--- config.mk ---
export PLATFORM = sky130hd
export DESIGN_NAME = ldmac_key_schedule
export DESIGN_NICKNAME = d
export VERILOG_FILES = /design/src/rtl/ldmac_pkg.sv /design/src/rtl/ldmac_key_perm.sv /design/src/rtl/ldmac_key_schedule.sv
export SDC_FILE = /design/constraint.sdc
export NUM_CORES = 1
export LEC_CHECK = 0
export ABC_AREA = 1
export CAP_MARGIN = 20
export CORE_ASPECT_RATIO = 0.6
export CORE_MARGIN = 2
export CORE_UTILIZATION = 35
export DETAILED_ROUTE_END_ITERATION = 16
export MAX_ROUTING_LAYER = met4
export PLACE_DENSITY = 0.59
export REMOVE_ABC_BUFFERS = 1
export SLEW_MARGIN = 5
export SYNTH_ARGS = -nofsm -noshare
export SYNTH_HDL_FRONTEND = slang
export SYNTH_HIERARCHICAL = 1
export SYNTH_SLANG_ARGS = --single-unit
export TNS_END_PERCENT = 10
--- constraint.sdc ---
create_clock -name clk -period 30 [get_ports clk]
set_clock_uncertainty 0.1 [all_clocks]
set_input_delay 6 -clock clk [delete_from_list [all_inputs] [get_ports clk]]
set_output_delay 6 -clock clk [all_outputs]
set_load 0.1 [all_outputs]
--- src/rtl/ldmac_pkg.sv ---
`default_nettype none
// ============================================================================
// Module   : ldmac_pkg
// Brief    : Shared command and FSM encodings for the LDMAC key schedule.
// Revision : 1.0 - initial release
// ============================================================================
package ldmac_pkg;

    typedef enum logic [1:0] {
        OP_LOAD = 2'd0,
        OP_FWD  = 2'd1,
        OP_REV  = 2'd2,
        OP_SEEK = 2'd3
    } cmd_op_e;

    typedef enum logic [1:0] {
        ST_IDLE   = 2'd0,
        ST_SEEK   = 2'd1,
        ST_RELOAD = 2'd2
    } fsm_state_e;

endpackage
`default_nettype wire

--- src/rtl/ldmac_key_perm.sv ---
`default_nettype none
// ============================================================================
// Module   : ldmac_key_perm
// Brief    : Combinational forward and reverse single-step key permutation.
// Revision : 1.0 - initial release
// ============================================================================
module ldmac_key_perm
    import ldmac_pkg::*;
#(
    parameter int WORD_W    = 32,
    parameter int NUM_WORDS = 4,
    parameter int ROT_LO    = 4,
    parameter int ROT_HI    = 2
) (
    input  logic [WORD_W*NUM_WORDS-1:0] i_key,
    output logic [WORD_W*NUM_WORDS-1:0] o_fwd_key,
    output logic [WORD_W*NUM_WORDS-1:0] o_rev_key
);

    localparam int c_half  = WORD_W / 2;
    localparam int c_key_w = WORD_W * NUM_WORDS;
    localparam int c_rl    = ROT_LO % c_half;
    localparam int c_rh    = ROT_HI % c_half;

    // Rotations are taken as part-selects of each half concatenated with itself.
    logic [2*c_half-1:0] w_f_lo2;
    logic [2*c_half-1:0] w_f_hi2;
    logic [2*c_half-1:0] w_r_lo2;
    logic [2*c_half-1:0] w_r_hi2;

    assign w_f_lo2 = {2{i_key[c_half-1:0]}};
    assign w_f_hi2 = {2{i_key[WORD_W-1:c_half]}};
    assign w_r_lo2 = {2{i_key[c_key_w-WORD_W +: c_half]}};
    assign w_r_hi2 = {2{i_key[c_key_w-c_half +: c_half]}};

    assign o_fwd_key[c_key_w-WORD_W +: WORD_W] = {w_f_hi2[c_rh +: c_half],
                                                  w_f_lo2[2*c_half-1-c_rl -: c_half]};
    assign o_rev_key[WORD_W-1:0]               = {w_r_hi2[2*c_half-1-c_rh -: c_half],
                                                  w_r_lo2[c_rl +: c_half]};

    for (genvar i = 0; i < NUM_WORDS - 1; i++) begin : g_shift
        assign o_fwd_key[WORD_W*i +: WORD_W]     = i_key[WORD_W*(i+1) +: WORD_W];
        assign o_rev_key[WORD_W*(i+1) +: WORD_W] = i_key[WORD_W*i +: WORD_W];
    end

endmodule
`default_nettype wire

--- src/rtl/ldmac_key_schedule.sv ---
`default_nettype none
// ============================================================================
// Module   : ldmac_key_schedule
// Brief    : Sequential round-key generator with step, reverse and seek.
// Revision : 1.0 - initial release
// ============================================================================
module ldmac_key_schedule
    import ldmac_pkg::*;
#(
    parameter  int WORD_W    = 32,
    parameter  int NUM_WORDS = 4,
    parameter  int ROT_LO    = 4,
    parameter  int ROT_HI    = 2,
    parameter  int ROUNDS    = 48,
    localparam int KEY_W     = WORD_W * NUM_WORDS,
    localparam int ROUND_W   = $clog2(ROUNDS)
) (
    input  logic               clk,
    input  logic               rst,
    input  logic               cmd_valid,
    output logic               cmd_ready,
    input  logic [1:0]         cmd_op,
    input  logic [KEY_W-1:0]   cmd_key,
    input  logic [ROUND_W-1:0] cmd_round,
    output logic               rk_valid,
    input  logic               rk_ready,
    output logic [KEY_W-1:0]   rk_data,
    output logic [ROUND_W-1:0] rk_round,
    output logic               err
);

    localparam logic [ROUND_W-1:0] c_last_round = ROUND_W'(ROUNDS - 1);
    localparam logic [ROUND_W-1:0] c_round_one  = ROUND_W'(1);

    fsm_state_e         r_fsm,      w_fsm_nxt;
    logic [KEY_W-1:0]   r_key,      w_key_nxt;
    logic [KEY_W-1:0]   r_master,   w_master_nxt;
    logic [ROUND_W-1:0] r_round,    w_round_nxt;
    logic [ROUND_W-1:0] r_target,   w_target_nxt;
    logic               r_rk_valid, w_rk_valid_nxt;
    logic               r_err,      w_err_nxt;
    logic [KEY_W-1:0]   w_perm_in;
    logic [KEY_W-1:0]   w_fwd_key;
    logic [KEY_W-1:0]   w_rev_key;
    logic [ROUND_W-1:0] w_round_inc;
    logic               w_cmd_fire;

    // RELOAD folds the restart from the master key into the first forward step.
    assign w_perm_in   = (r_fsm == ST_RELOAD) ? r_master : r_key;
    assign w_round_inc = r_round + 1'b1;
    assign cmd_ready   = (r_fsm == ST_IDLE) && !r_rk_valid;
    assign w_cmd_fire  = cmd_valid && cmd_ready;

    assign rk_valid = r_rk_valid;
    assign rk_data  = r_key;
    assign rk_round = r_round;
    assign err      = r_err;

    ldmac_key_perm #(
        .WORD_W    (WORD_W),
        .NUM_WORDS (NUM_WORDS),
        .ROT_LO    (ROT_LO),
        .ROT_HI    (ROT_HI)
    ) u_perm (
        .i_key     (w_perm_in),
        .o_fwd_key (w_fwd_key),
        .o_rev_key (w_rev_key)
    );

    always_comb begin
        w_fsm_nxt      = r_fsm;
        w_key_nxt      = r_key;
        w_master_nxt   = r_master;
        w_round_nxt    = r_round;
        w_target_nxt   = r_target;
        w_rk_valid_nxt = r_rk_valid && !rk_ready;
        w_err_nxt      = 1'b0;
        case (r_fsm)
            ST_IDLE: begin
                if (w_cmd_fire) begin
                    case (cmd_op_e'(cmd_op))
                        OP_LOAD: begin
                            w_master_nxt   = cmd_key;
                            w_key_nxt      = cmd_key;
                            w_round_nxt    = '0;
                            w_rk_valid_nxt = 1'b1;
                        end
                        OP_FWD: begin
                            if (r_round == c_last_round) begin
                                w_err_nxt = 1'b1;
                            end else begin
                                w_key_nxt      = w_fwd_key;
                                w_round_nxt    = w_round_inc;
                                w_rk_valid_nxt = 1'b1;
                            end
                        end
                        OP_REV: begin
                            if (r_round == '0) begin
                                w_err_nxt = 1'b1;
                            end else begin
                                w_key_nxt      = w_rev_key;
                                w_round_nxt    = r_round - 1'b1;
                                w_rk_valid_nxt = 1'b1;
                            end
                        end
                        OP_SEEK: begin
                            w_target_nxt = cmd_round;
                            if (cmd_round > c_last_round) begin
                                w_err_nxt = 1'b1;
                            end else if (cmd_round == r_round) begin
                                w_rk_valid_nxt = 1'b1;
                            end else if (cmd_round > r_round) begin
                                // The accepting edge already performs the first step.
                                w_key_nxt   = w_fwd_key;
                                w_round_nxt = w_round_inc;
                                if (cmd_round == w_round_inc) begin
                                    w_rk_valid_nxt = 1'b1;
                                end else begin
                                    w_fsm_nxt = ST_SEEK;
                                end
                            end else if (cmd_round == '0) begin
                                w_key_nxt      = r_master;
                                w_round_nxt    = '0;
                                w_rk_valid_nxt = 1'b1;
                            end else begin
                                w_fsm_nxt = ST_RELOAD;
                            end
                        end
                    endcase
                end
            end
            ST_SEEK: begin
                w_key_nxt   = w_fwd_key;
                w_round_nxt = w_round_inc;
                if (w_round_inc == r_target) begin
                    w_rk_valid_nxt = 1'b1;
                    w_fsm_nxt      = ST_IDLE;
                end
            end
            ST_RELOAD: begin
                w_key_nxt   = w_fwd_key;
                w_round_nxt = c_round_one;
                if (r_target == c_round_one) begin
                    w_rk_valid_nxt = 1'b1;
                    w_fsm_nxt      = ST_IDLE;
                end else begin
                    w_fsm_nxt = ST_SEEK;
                end
            end
            default: begin
                w_fsm_nxt = ST_IDLE;
            end
        endcase
    end

    always_ff @(posedge clk or posedge rst) begin
        if (rst) begin
            r_fsm      <= ST_IDLE;
            r_key      <= '0;
            r_master   <= '0;
            r_round    <= '0;
            r_target   <= '0;
            r_rk_valid <= 1'b0;
            r_err      <= 1'b0;
        end else begin
            r_fsm      <= w_fsm_nxt;
            r_key      <= w_key_nxt;
            r_master   <= w_master_nxt;
            r_round    <= w_round_nxt;
            r_target   <= w_target_nxt;
            r_rk_valid <= w_rk_valid_nxt;
            r_err      <= w_err_nxt;
        end
    end

endmodule
`default_nettype wire
**Run 1: power grid**

Pins as bars on the die edge.
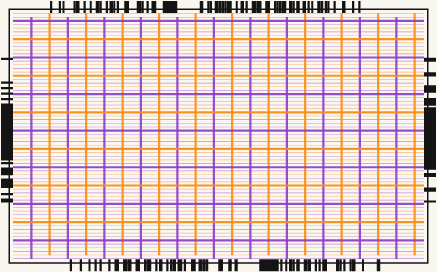
color	net
purple	VSS
orange	VDD
met5 straps	13
met4 straps	22
rows	67

**Run 1: cell classes on the final placement**

Bar = 100 um.
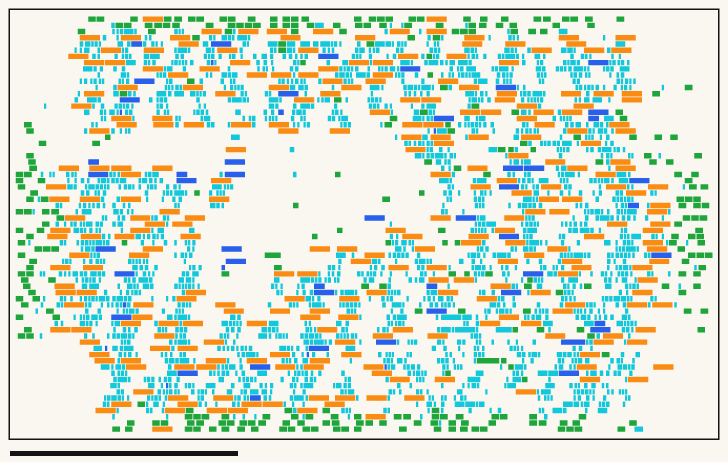
color	class	cells	share of their area
green	other buffers and delay cells	301	14%
orange	flops	272	32%
blue	clock drivers and dummy loads	57	5.3%
cyan	combinational and other logic	2008	48%
core area: 55700 um^2
flop share of the area: 31.0%

==> out/qor.yml, run 1 <==
status:
  run_status: "complete, no violations"
logic_synthesis:
  syn_inst: 2722
  ys.flops: 272
  ys_cells: 2722
  synthFlopType: "dfrtp_1"
  top_area_share_pct: 34.6
  edf_count: 0
  yosysWarningCount: 6
  top_area_cell: "dfrtp_1"
  post-synth-top-count-cell: "nand2_1"
finish:
  final_util_pct: 39.5
  regArea_um2: 6810
  drive_gt1_share_pct: 7.20
  buffer_area_share_pct: 13.6
  nets: 2770
  nFillCells: 5697
  nClkBuffers: 53
  lay_top_cells: "nand2_1, o21ai_0, clkdlybuf4s50_1, dfrtp_1, inv_1"
  lay_top_count: "nand2_1"
  antenna_cells: 3
  inv_count: 272
  clock_area_share_pct: 5.11
  ff_count: 272
  comb_area_share_pct: 41.3
  combGateArea_um2: 9070
global_routing:
  grt-busiest-layer: "met2"
  met1_usage_pct: 34.1
  grt_util_met2_pct: 34.2
  grt.total_usage_pct: 23.6
  grt_pass1_wl_mm: 106
  antenna_found_initial: 3
  grt_overflow: 0
  grt_use_met3_pct: 4.03
  grt_pass1_vias: 18000
floorplanning:
  tap_cells: 759
  die_h_um: 188
  fp_util_pct: 35.3
  chipArea_um2: 58200
  die_w_um: 310
critical_path:
  end_kind: "flop"
  timing.critical_path.to: "rk_data[114]"
  worstPathArrival_ns: 11.10
  cp-startpoint: "cmd_op[1]"
  path_cells: "clkdlybuf4s50_1 -> inv_2 -> buf_4 -> nor2_4 -> buf_4 -> inv_2 -> nor2_1 -> nand2_1 -> nand3_1 -> nor2_1 -> nand3b_4 -> buf_4 -> buf_4 -> a21oi_1 -> a22oi_1"
  crit_path_top_delay_cell: "buf_4"
  rr_startpoint: "rk_round[3]"
  crit_buf_inv: 7
  cp-start-kind: "primary input"
  crit_path_max_incr_delay_ns: 0.81
  cp_max_fo: 69
  cp_top_family: "buffers and inverters"
  r2r_slack_ns: 25.05
  cp.depth: 15
timing:
  tns_ns: 0
  final-hold-violation-count: 0
  rsz0062_at_grt: "no"
  relSlewSlack_pct: 20.6
  fin_crit_ns: 10.77
  fmax_mhz: 92.8
  slew_violations: 0
  fin_worst_hold_slack_ns: 0.395
clocking:
  postCtsSetupBuffers: 0
  clk_pin_slew_ns: 0.06
  htreeDepth: 2
detailed_routing:
  wl_met3_mm: 5.70
  drt_iter0_markers: 2034
  wire_per_inst_um: 20.0
  drc: 0
  dr_total_vias: 18400
  wl_met1_mm: 31.8
  top_layer: "met4"
  drt-total-wl_mm: 68.0
run:
  warnings: 30
  max_cap_violations: 0
place:
  place_ws_ns: 18.76
min_path:
  holdPathEnd: "r_master[31]"
  hold_path_depth: 2
  hold_class: "flop to flop"
**Run 1: routed clock nets over the placement**

Bar = 100 um.
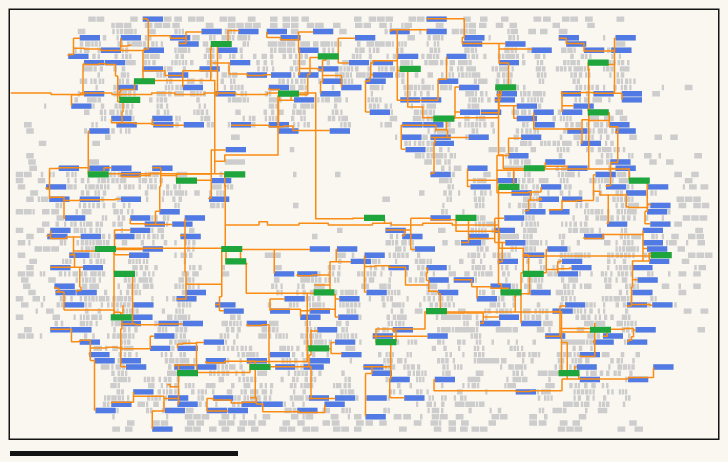
[green] clock drivers | count: 34
[blue] flip-flops | count: 272
[orange] clock wires | length: 4680 um
flops lie	all over the die
Worst-Skew Late Latency: 0.52 ns

**Run 1: signal wires by layer**

Only two layers are drawn.
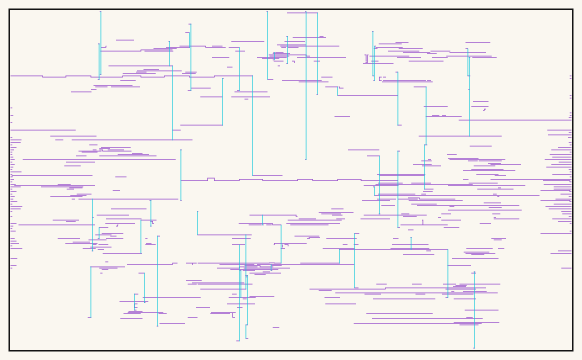
color	layer	wire length
cyan	metal 4	1200 um
purple	metal 3	5700 um

## run 1: cell families after synthesis
kind of cell	Yosys count	share of synthesized area, %
AOI/OAI and AO/OA	756	24.6
xor gates and xnor gates	1	0.0445
adders and majority gates	13	0.827
buffers and inverters	714	19.5
DFF	272	34.6
muxes	13	0.744
and+or+nand+nor	953	19.7
## run 1: metrics by stage
step / instances / area [um^2]
3_3_place_gp: 3338 / 20800
5_1_grt: 3400 / 22000
4_1_cts: 3396 / 21900
3_5_place_dp: 3339 / 20800
2_1_floorplan: 2280 / 16900
6_report: 3400 / 22000
==> run 2: changes to the inputs <==
- PLACE_DENSITY: 0.59 -> 0.61
- clock period: 30 -> 9.8 ns (I/O delays scaled with it)
**Run 2: routed clock nets over the placement**

Bar = 100 um.
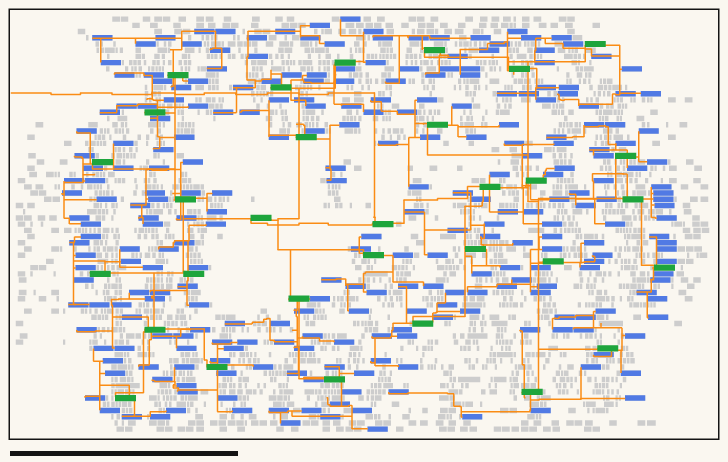
[blue] flip-flops | count: 272
[orange] clock wires | length: 4630 um
[green] clock drivers | count: 31
routed clock nets	32
flops lie	all over the die

==> run 2 against run 1 <==
  * Via count up 0.26%
  * Sequential cell count unchanged
  * Critical endpoint is now rk_data[84]
  * Synthesized area did not move
  * Worst setup slack worse by 15 ns
  * Clock-buffer cell count is 7 lower
  * Largest cell class unchanged
  * Final area down 0.29%
  * First-iteration DRC count shrank 8.0%
  * Global-route usage is 0.40 points lower
  * Highest routed layer unchanged
==> out/qor.yml, run 2 <==
critical_path:
  cp_top_family: "buffers and inverters"  # unchanged
  cp_max_fo: 144  # was 69
  worstPathArrival_ns: 6.27  # was 11.10 ns
  path_cells: "clkdlybuf4s50_1 -> inv_2 -> buf_4 -> nor2_1 -> inv_2 -> nor2_1 -> nand2_1 -> nand3_1 -> nor2_1 -> nand3b_4 -> buf_12 -> a21oi_1 -> a22oi_2"  # was clkdlybuf4s50_1 -> inv_2 -> buf_4 -> nor2_4 -> buf_4 -> inv_2 -> nor2_1 -> nand2_1 -> nand3_1 -> nor2_1 -> nand3b_4 -> buf_4 -> buf_4 -> a21oi_1 -> a22oi_1
  cp-start-kind: "primary input"  # unchanged
  crit_path_top_delay_cell: "inv_2"  # was buf_4
finish:
  inv_count: 272  # unchanged
  nets: 2766  # was 2770
  comb_area_share_pct: 41.4  # was 41.3%
  final_area_um2: 21900  # was 22000 um^2
  clock_area_share_pct: 4.74  # was 5.11%
  stdcell_count: 3400  # unchanged
  lay_top_cells: "nand2_1, o21ai_0, clkdlybuf4s50_1, dfrtp_1, inv_1"  # unchanged
  drive_gt1_share_pct: 7.09  # was 7.20%
  nFillCells: 5710  # was 5697
  nClkBuffers: 46  # was 53
  regArea_um2: 6810  # unchanged
  lay_top_count: "nand2_1"  # unchanged
  buffer_area_share_pct: 13.7  # was 13.6%
  antenna_cells: 3  # unchanged
  final_util_pct: 39.4  # was 39.5%
  ff_count: 272  # unchanged
clocking:
  postCtsSetupBuffers: 0  # unchanged
  clkLatencyLatePin_ns: 0.60  # was 0.52 ns
  clk_pin_slew_ns: 0.06  # about the same
detailed_routing:
  wire_per_inst_um: 19.8  # was 20.0 um
  drt_iter0_markers: 1871  # was 2034
  drt-total-wl_mm: 67.5  # was 68.0 mm
  drc: 0  # unchanged
logic_synthesis:
  yosys.area_share.simple_pct: 19.7  # unchanged
  top_area_cell: "dfrtp_1"  # unchanged
  syn_inst: 2722  # unchanged
  aoi_share_pct: 24.6  # unchanged
  ys_sh_mux_pct: 0.744  # unchanged
  edf_count: 0  # unchanged
  fa_ha_area_share_pct: 0.827  # unchanged
  ys_sh_xor_pct: 0.0445  # unchanged
  ys.flops: 272  # unchanged
  synthFlopType: "dfrtp_1"  # unchanged
  yosysWarningCount: 6  # unchanged
  ys_cells: 2722  # unchanged
timing:
  rsz0062_at_grt: "no"  # unchanged
  fin_crit_ns: 5.92
  slew_violations: 0  # unchanged
  fmax_mhz: 169
  tns_ns: 0  # unchanged
  fin_worst_hold_slack_ns: 0.394  # was 0.395 ns
global_routing:
  grt-busiest-layer: "met2"  # unchanged
  antenna_found_initial: 3  # unchanged
  grt_overflow: 0  # unchanged
floorplanning:
  core_area_um2: 55700  # unchanged
  chipArea_um2: 58200  # unchanged
  die_w_um: 310  # unchanged
place:
  dp.cells: 3337  # was 3339
  placed_area_um2: 20800  # about the same
  place_ws_ns: 3.38  # was 18.76 ns
status:
  run_status: "complete, no violations"  # unchanged
run:
  warnings: 34  # was 30
min_path:
  hold_class: "flop to flop"  # unchanged
## run 2: cell counts after synthesis
No cell type changed its count.
## run 2: final timing paths
check	depth (start not counted)	slack [ns]	startpoint	endpoint
setup / recovery	13	3.88	cmd_op[0]	rk_data[84]
hold / removal	2	0.39	r_master[111]	r_master[111]
setup reg to reg	13	5.56	rk_round[3]	rk_data[50]
hold reg to reg	2	0.39	r_master[111]	r_master[111]
max in group asynchronous	3	6.26	rst	r_master[18]
min in group asynchronous	2	1.81	rst	rk_round[2]
## run 2: metal layers
layer,vias up,routed length [um]
met2,926,29600
met1,8877,30100
met3,132,6140
li1,8543,-
met5,-,0
met4,0,1670
